**Routed metal, one colour a layer**

Drawn at 2 px/µm. Only two layers are drawn.
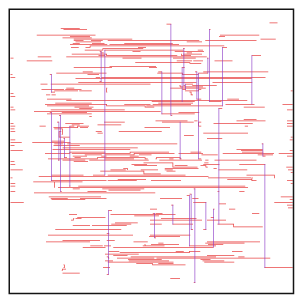
**I/O pins on the die edge**

Drawn at 3 px/µm. Pins as bars across the die edge, other pins in grey.
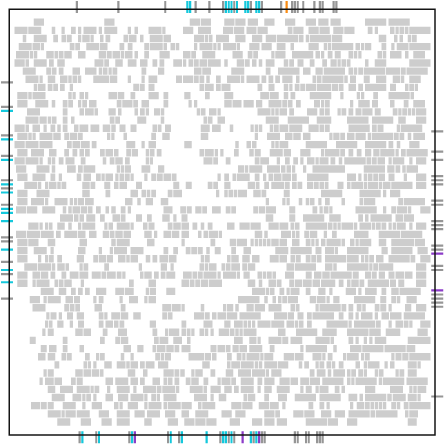
$ cat src/rtl/alu_seq.sv
// rtl/alu_seq.sv - multi-cycle RV32I ALU with bit-serial shifter; RV32M mul/div group compiled in with ALU_MULDIV_EN
module alu_seq #(
    parameter int DATA_WIDTH = 32
) (
    input  logic                  clk,
    input  logic                  reset,
    input  logic                  start,
    input  logic [4:0]            op,
    input  logic [DATA_WIDTH-1:0] in_a,
    input  logic [DATA_WIDTH-1:0] in_b,
    output logic [DATA_WIDTH-1:0] out,
    output logic                  invalid,
    output logic                  busy,
    output logic                  done
);
    localparam int W  = DATA_WIDTH;
    localparam int SW = $clog2(DATA_WIDTH);

    localparam logic [1:0] S_IDLE  = 2'd0;
    localparam logic [1:0] S_SHIFT = 2'd1;
`ifdef ALU_MULDIV_EN
    localparam logic [1:0] S_MUL   = 2'd2;
    localparam logic [1:0] S_DIV   = 2'd3;
`endif

    logic [1:0]    state;
    logic [SW-1:0] cnt;
    logic [1:0]    kind_q;
    logic [W-1:0]  lo_q;
    logic [W-1:0]  out_q;
    logic          invalid_q;
    logic          done_q;

    logic [SW-1:0] shamt;
    logic [W-1:0]  base_res;
    logic          base_ok;
    logic          is_shift;

    assign shamt   = in_b[SW-1:0];
    assign out     = out_q;
    assign invalid = invalid_q;
    assign done    = done_q;
    assign busy    = (state != S_IDLE);

    // k = op[3:2]: 00 SLL, 01 SRL, 11 SRA
    function automatic logic [W-1:0] shift1(input logic [W-1:0] v, input logic [1:0] k);
        if (!k[0])
            shift1 = {v[W-2:0], 1'b0};
        else if (k[1])
            shift1 = {v[W-1], v[W-1:1]};
        else
            shift1 = {1'b0, v[W-1:1]};
    endfunction

    always_comb begin
        base_res = '0;
        base_ok  = 1'b1;
        is_shift = 1'b0;
        case (op[3:0])
            4'b0000: base_res = in_a + in_b;
            4'b1000: base_res = in_a - in_b;
            4'b0010: base_res = {{(W-1){1'b0}}, $signed(in_a) < $signed(in_b)};
            4'b0011: base_res = {{(W-1){1'b0}}, in_a < in_b};
            4'b0100: base_res = in_a ^ in_b;
            4'b0110: base_res = in_a | in_b;
            4'b0111: base_res = in_a & in_b;
            4'b0001, 4'b0101, 4'b1101: begin
                base_res = in_a;
                is_shift = 1'b1;
            end
            default: base_ok = 1'b0;
        endcase
    end

`ifdef ALU_MULDIV_EN
    logic [W-1:0]   hi_q;
    logic [W-1:0]   mb_q;
    logic           neg_q;
    logic           negr_q;
    logic           low_q;
    logic           rem_q;
    logic           sgn_a;
    logic           sgn_b;
    logic           a_neg;
    logic           b_neg;
    logic [W-1:0]   mag_a;
    logic [W-1:0]   mag_b;
    logic [W-1:0]   min_neg;
    logic [2*W-1:0] prod;
    logic [W-1:0]   quo;
    logic [W-1:0]   rmd;

    // Shift-add step: {hi,lo} holds partial product over the shrinking multiplier
    function automatic logic [2*W-1:0] mul_step(input logic [W-1:0] hi, input logic [W-1:0] lo,
                                                input logic [W-1:0] m);
        logic [W:0] sum;
        sum = {1'b0, hi} + (lo[0] ? {1'b0, m} : {(W+1){1'b0}});
        mul_step = {sum, lo[W-1:1]};
    endfunction

    // Restoring step: r is the partial remainder, q shifts dividend out and quotient in
    function automatic logic [2*W-1:0] div_step(input logic [W-1:0] r, input logic [W-1:0] q,
                                                input logic [W-1:0] d);
        logic [W:0] t;
        logic [W:0] diff;
        t    = {r, q[W-1]};
        diff = t - {1'b0, d};
        if (!diff[W])
            div_step = {diff[W-1:0], q[W-2:0], 1'b1};
        else
            div_step = {t[W-1:0], q[W-2:0], 1'b0};
    endfunction

    assign sgn_a   = (op[2:0] == 3'b001) || (op[2:0] == 3'b010) ||
                     (op[2:0] == 3'b100) || (op[2:0] == 3'b110);
    assign sgn_b   = (op[2:0] == 3'b001) || (op[2:0] == 3'b100) || (op[2:0] == 3'b110);
    assign a_neg   = sgn_a & in_a[W-1];
    assign b_neg   = sgn_b & in_b[W-1];
    assign mag_a   = a_neg ? -in_a : in_a;
    assign mag_b   = b_neg ? -in_b : in_b;
    assign min_neg = {1'b1, {(W-1){1'b0}}};
    assign prod    = neg_q ? -{hi_q, lo_q} : {hi_q, lo_q};
    assign quo     = neg_q ? -lo_q : lo_q;
    assign rmd     = negr_q ? -hi_q : hi_q;
`endif

    always_ff @(posedge clk) begin
        if (reset) begin
            state     <= S_IDLE;
            cnt       <= '0;
            kind_q    <= '0;
            lo_q      <= '0;
            out_q     <= '0;
            invalid_q <= 1'b0;
            done_q    <= 1'b0;
`ifdef ALU_MULDIV_EN
            hi_q      <= '0;
            mb_q      <= '0;
            neg_q     <= 1'b0;
            negr_q    <= 1'b0;
            low_q     <= 1'b0;
            rem_q     <= 1'b0;
`endif
        end else begin
            done_q <= 1'b0;
            case (state)
                S_IDLE: begin
                    if (start) begin
                        kind_q <= op[3:2];
                        if (!op[4]) begin
                            if (!base_ok) begin
                                out_q     <= '0;
                                invalid_q <= 1'b1;
                                done_q    <= 1'b1;
                            end else if (is_shift && shamt > SW'(1)) begin
                                // first bit is shifted on the accept edge itself
                                lo_q  <= shift1(in_a, op[3:2]);
                                cnt   <= shamt - SW'(1);
                                state <= S_SHIFT;
                            end else begin
                                out_q     <= (is_shift && shamt == SW'(1)) ? shift1(in_a, op[3:2])
                                                                           : base_res;
                                invalid_q <= 1'b0;
                                done_q    <= 1'b1;
                            end
                        end else begin
`ifdef ALU_MULDIV_EN
                            if (op[3]) begin
                                out_q     <= '0;
                                invalid_q <= 1'b1;
                                done_q    <= 1'b1;
                            end else if (!op[2]) begin
                                {hi_q, lo_q} <= mul_step('0, mag_b, mag_a);
                                mb_q  <= mag_a;
                                neg_q <= a_neg ^ b_neg;
                                low_q <= (op[1:0] == 2'b00);
                                cnt   <= SW'(W - 1);
                                state <= S_MUL;
                            end else if (in_b == '0) begin
                                out_q     <= op[1] ? in_a : '1;
                                invalid_q <= 1'b0;
                                done_q    <= 1'b1;
                            end else if (!op[0] && in_a == min_neg && in_b == '1) begin
                                out_q     <= op[1] ? '0 : in_a;
                                invalid_q <= 1'b0;
                                done_q    <= 1'b1;
                            end else begin
                                {hi_q, lo_q} <= div_step('0, mag_a, mag_b);
                                mb_q   <= mag_b;
                                neg_q  <= a_neg ^ b_neg;
                                negr_q <= a_neg;
                                rem_q  <= op[1];
                                cnt    <= SW'(W - 1);
                                state  <= S_DIV;
                            end
`else
                            out_q     <= '0;
                            invalid_q <= 1'b1;
                            done_q    <= 1'b1;
`endif
                        end
                    end
                end
                S_SHIFT: begin
                    lo_q <= shift1(lo_q, kind_q);
                    cnt  <= cnt - SW'(1);
                    if (cnt == SW'(1)) begin
                        out_q     <= shift1(lo_q, kind_q);
                        invalid_q <= 1'b0;
                        done_q    <= 1'b1;
                        state     <= S_IDLE;
                    end
                end
`ifdef ALU_MULDIV_EN
                S_MUL: begin
                    if (cnt != '0) begin
                        {hi_q, lo_q} <= mul_step(hi_q, lo_q, mb_q);
                        cnt          <= cnt - SW'(1);
                    end else begin
                        out_q     <= low_q ? prod[W-1:0] : prod[2*W-1:W];
                        invalid_q <= 1'b0;
                        done_q    <= 1'b1;
                        state     <= S_IDLE;
                    end
                end
                S_DIV: begin
                    if (cnt != '0) begin
                        {hi_q, lo_q} <= div_step(hi_q, lo_q, mb_q);
                        cnt          <= cnt - SW'(1);
                    end else begin
                        out_q     <= rem_q ? rmd : quo;
                        invalid_q <= 1'b0;
                        done_q    <= 1'b1;
                        state     <= S_IDLE;
                    end
                end
`endif
                default: state <= S_IDLE;
            endcase
        end
    end
endmodule

$ cat config.mk
export PLATFORM = sky130hd
export DESIGN_NAME = alu_seq
export DESIGN_NICKNAME = d
export VERILOG_FILES = /design/src/rtl/alu_seq.sv
export SDC_FILE = /design/constraint.sdc
export NUM_CORES = 1
export LEC_CHECK = 0
export CAP_MARGIN = 20
export CORE_MARGIN = 1
export CORE_UTILIZATION = 50
export CTS_BUF_LIST = sky130_fd_sc_hd__clkbuf_8
export DETAILED_ROUTE_END_ITERATION = 8
export PLACE_DENSITY = 0.69
export SYNTH_ARGS = -nofsm -noshare
export SYNTH_HDL_FRONTEND = slang
export SYNTH_SLANG_ARGS = --single-unit
$ cat constraint.sdc
create_clock -name clk -period 5.3 [get_ports clk]
set_clock_uncertainty 0.1 [all_clocks]
set_input_delay 1.06 -clock clk [delete_from_list [all_inputs] [get_ports clk]]
set_output_delay 1.06 -clock clk [all_outputs]
set_load 0.005 [all_outputs]
==> flow_metrics.tcl <==
# implementation run metrics
set metrics [dict create \
    power_w 0.001996 \
    drc_errors 0 \
    reg2reg_to "out[21]" \
    holdBufCountCts 0 \
    switchingPower_w 0.0008061 \
    grt_max_degree 56 \
    dr.pass1.iters 6 \
    crit_end "out[25]" \
    peakVddDrop_v 0.0001171 \
    syn_area_per_cell_um2 6.805 \
    critPathMaxFanout 6 \
    num_rows 50 \
    gr-usage-met1_pct 55.05 \
    clock_latency_ps 360 \
    endpoint_kind "register" \
    grt.total_usage_pct 37.59 \
    cts_tree "built" \
    nClkBuffers 12 \
    pg_clk_w 0.000458 \
    clkCellAreaFrac_pct 1.792 \
    setup_violations 0 \
    hold_path_depth 2 \
    switching_share_pct 40.39 \
    drt_iter0_drc 1226 \
    area_delta_synth_final_pct 17.12 \
    reg2reg_slack_ps 2330 \
    cp_slowest_stage_delay_ps 570 \
    grt_pass1_wl_um 58390 \
    period_used_pct 92.34 \
    setup_tns_ps 0 \
    syn-num-nets 1609 \
    ctsResizeCount 0 \
    min_to "out[9]" \
    buf_share_pct 13.22 \
    final_nets 1690 \
    warnings 99 \
    grt_pass1_vias 10210 \
    root_buffer "clkbuf_8" \
    cts_max_level 3 \
    yosys-stat-area_um2 9718 \
    relSlewSlack_pct 29.00 \
    syn_area_um2 9718 \
    hold-worst-slack_ps 350.0 \
    ys_async_sr_fraction_pct 0 \
    cts_buffers 9 \
    top_layer "met4" \
    combGateArea_um2 7490 \
    seq_share_pct 13.03 \
    cap_violations 0 \
    ant_nets 0 \
    top_usage_layer "met1" \
    power_leader "combinational cells" \
    layout.cells.most_common "a21oi_1" \
    netlist_instances 1428 \
    cts_max_path_buffers 2 \
    path_delay_family "AND-OR/OR-AND gates" \
    path_class "in2reg" \
    post_cts_buffers 0 \
    r2r.worst_path.cells 7 \
    wirelength_um 37920 \
    routed_via_density 6.355 \
    maxSlewViolCount 0 \
    final_cells 1773 \
    via_count 11270 \
    regArea_um2 1483 \
    pg_comb_w 0.000936 \
    final_layout_size_suffix_gt1_share_pct 7.865 \
    outcome "complete, no violations" \
    clk_pin_slew_ps 80 \
    overflow 0 \
    n_sequential_cell 74 \
    fillers 1894 \
    seqPwrFrac_pct 30.1 \
    hold_viol_final 0 \
    cp-startpoint "in_b[3]" \
    logic_gate_count 1158 \
    io_pins 107 \
    worst-path-buf-inv 3 \
    dp.cells 1757 \
    clock_power_share_pct 23.0 \
    final_cell_mix "170 x a21oi_1, 159 x nand2_1, 132 x o21ai_0, 126 x nor2_1, 107 x ha_1" \
    fmax_mhz 204.3 \
    antenna_found_initial 0 \
    fin_crit_ps 4894 \
    nNonClkBuffers 166 \
    chip_area_um2 20000 \
    critical_path.cell_chain "clkdlybuf4s50_1 -> inv_1 -> ha_1 -> inv_1 -> o311ai_1 -> a21oi_1 -> a31oi_1 -> o31a_1 -> o31a_1 -> o41a_1 -> a211o_1 -> a221oi_2 -> o22ai_1" \
    inv_count 100 \
    core_area_um2 18890 \
    cp.depth 13 \
    r2r_start "state[0]" \
    worstSetupStartpointType "primary input" \
    largest_cell_class "multi-input combinational cells" \
    p_int_w 0.001190 \
    yosysWarnings 0 \
    gp_congestion 1.012 \
    min_from "out[9]" \
    p_comb_share_pct 46.9 \
    wl_met1_um 17160 \
    synth_seq_share_pct 15.24 \
    fp_util_pct 51.44 \
    worst_path_max_delay_cell "clkdlybuf4s50_1" \
    edf_count 0 \
    tightest_slew_ps 1064 \
    die_h_um 141.4 \
    final_core_util_pct 60.25 \
    wl_met3_um 4505 \
    portBuffers 106 \
    use_met3_pct 9.922 \
    die_w_um 141.4 \
    pg_seq_w 0.000601 \
    wl_met2_um 15470 \
    met2_usage_pct 53.73 \
    yosysUniqueCellTypes 72 \
    route.detailed.wl_per_inst_um 21.39 \
    n_antenna_cell 0 \
    hold_path.class "reg2reg" \
    n_tap_cell 260 \
    p_leak_nw 4.643 \
    arrival_ps 5010 \
    yosys_cells 1428 \
    sh_comb_area_pct 65.80 \
    ys.flops 74 \
    rsz0062_at_grt "false" \
    powerDensity_nw_per_um2 175.3 \
    synthFlopType "dfxtp_1" \
    dp_hpwl_um 29420 \
    clock-sinks 74 \
    required_ps 5420 \
]
Notes on 'routed metal, one colour a layer' above:
purple -> metal 4  # wire length 785 µm
red -> metal 3  # wire length 4,510 µm

Notes on 'I/O pins on the die edge' above:
purple -> op  # pins 5, direction input, edge 3 bottom, 2 right
cyan -> in_a  # pins 32, direction input, edge 11 bottom, 11 left, 10 top
orange -> reset  # pins 1, direction input, edge top
all pins by edge = 32 bottom, 30 top, 23 left, 22 right

## cell usage after synthesis, types with 4 or more instances
cell type / count / area (µm²)
clkinv_1: 6 / 22.52
a311oi_1: 12 / 105.1
dfxtp_1: 74 / 1481
a211oi_1: 17 / 127.6
and3_1: 6 / 37.54
o22ai_1: 15 / 93.84
nor2_1: 126 / 473.0
nand2_1: 159 / 596.8
a31oi_1: 16 / 100.1
o21a_1: 9 / 67.56
inv_1: 94 / 352.8
o31ai_1: 14 / 105.1
o21ai_0: 132 / 660.6
o211ai_1: 25 / 187.7
o2111ai_1: 8 / 70.07
ha_1: 107 / 1339
xnor2_1: 20 / 175.2
nand3_1: 18 / 90.09
a21o_1: 25 / 187.7
clkbuf_1: 77 / 289.0
o32ai_1: 6 / 52.55
nor2b_1: 13 / 81.33
a211o_1: 10 / 87.58
nor3_1: 52 / 260.3
mux2_2: 26 / 292.8
buf_1: 11 / 41.29
a21oi_1: 171 / 855.8
and2_1: 6 / 37.54
or3_1: 4 / 25.02
a221oi_1: 9 / 78.83
nor4_1: 10 / 62.56
nand4_1: 10 / 62.56
buf_2: 4 / 20.02
o31a_1: 4 / 35.03
xor2_1: 6 / 52.55
mux2i_1: 31 / 310.3
o21bai_1: 22 / 165.2
buf_6: 4 / 45.04
nand2b_1: 19 / 118.9
## per-stage QoR
stage / cell area (µm²) / setup slack, ps
floorplan: 9718 / 1331
global placement: 11170 / 306.7
detailed placement: 11170 / 166.2
CTS: 11370 / 538.2
global route: 11380 / 266.4
finish: 11380 / 405.9
## kinds of logic after synthesis
kind of cell / share of synthesized area [%]
flip-flops: 15.24
multiplexers: 6.206
buffers and inverters: 7.931
AND/OR/NAND/NOR: 20.36
adder cells (fa/ha/maj): 14.19
AND-OR/OR-AND: 33.73
XOR/XNOR: 2.343
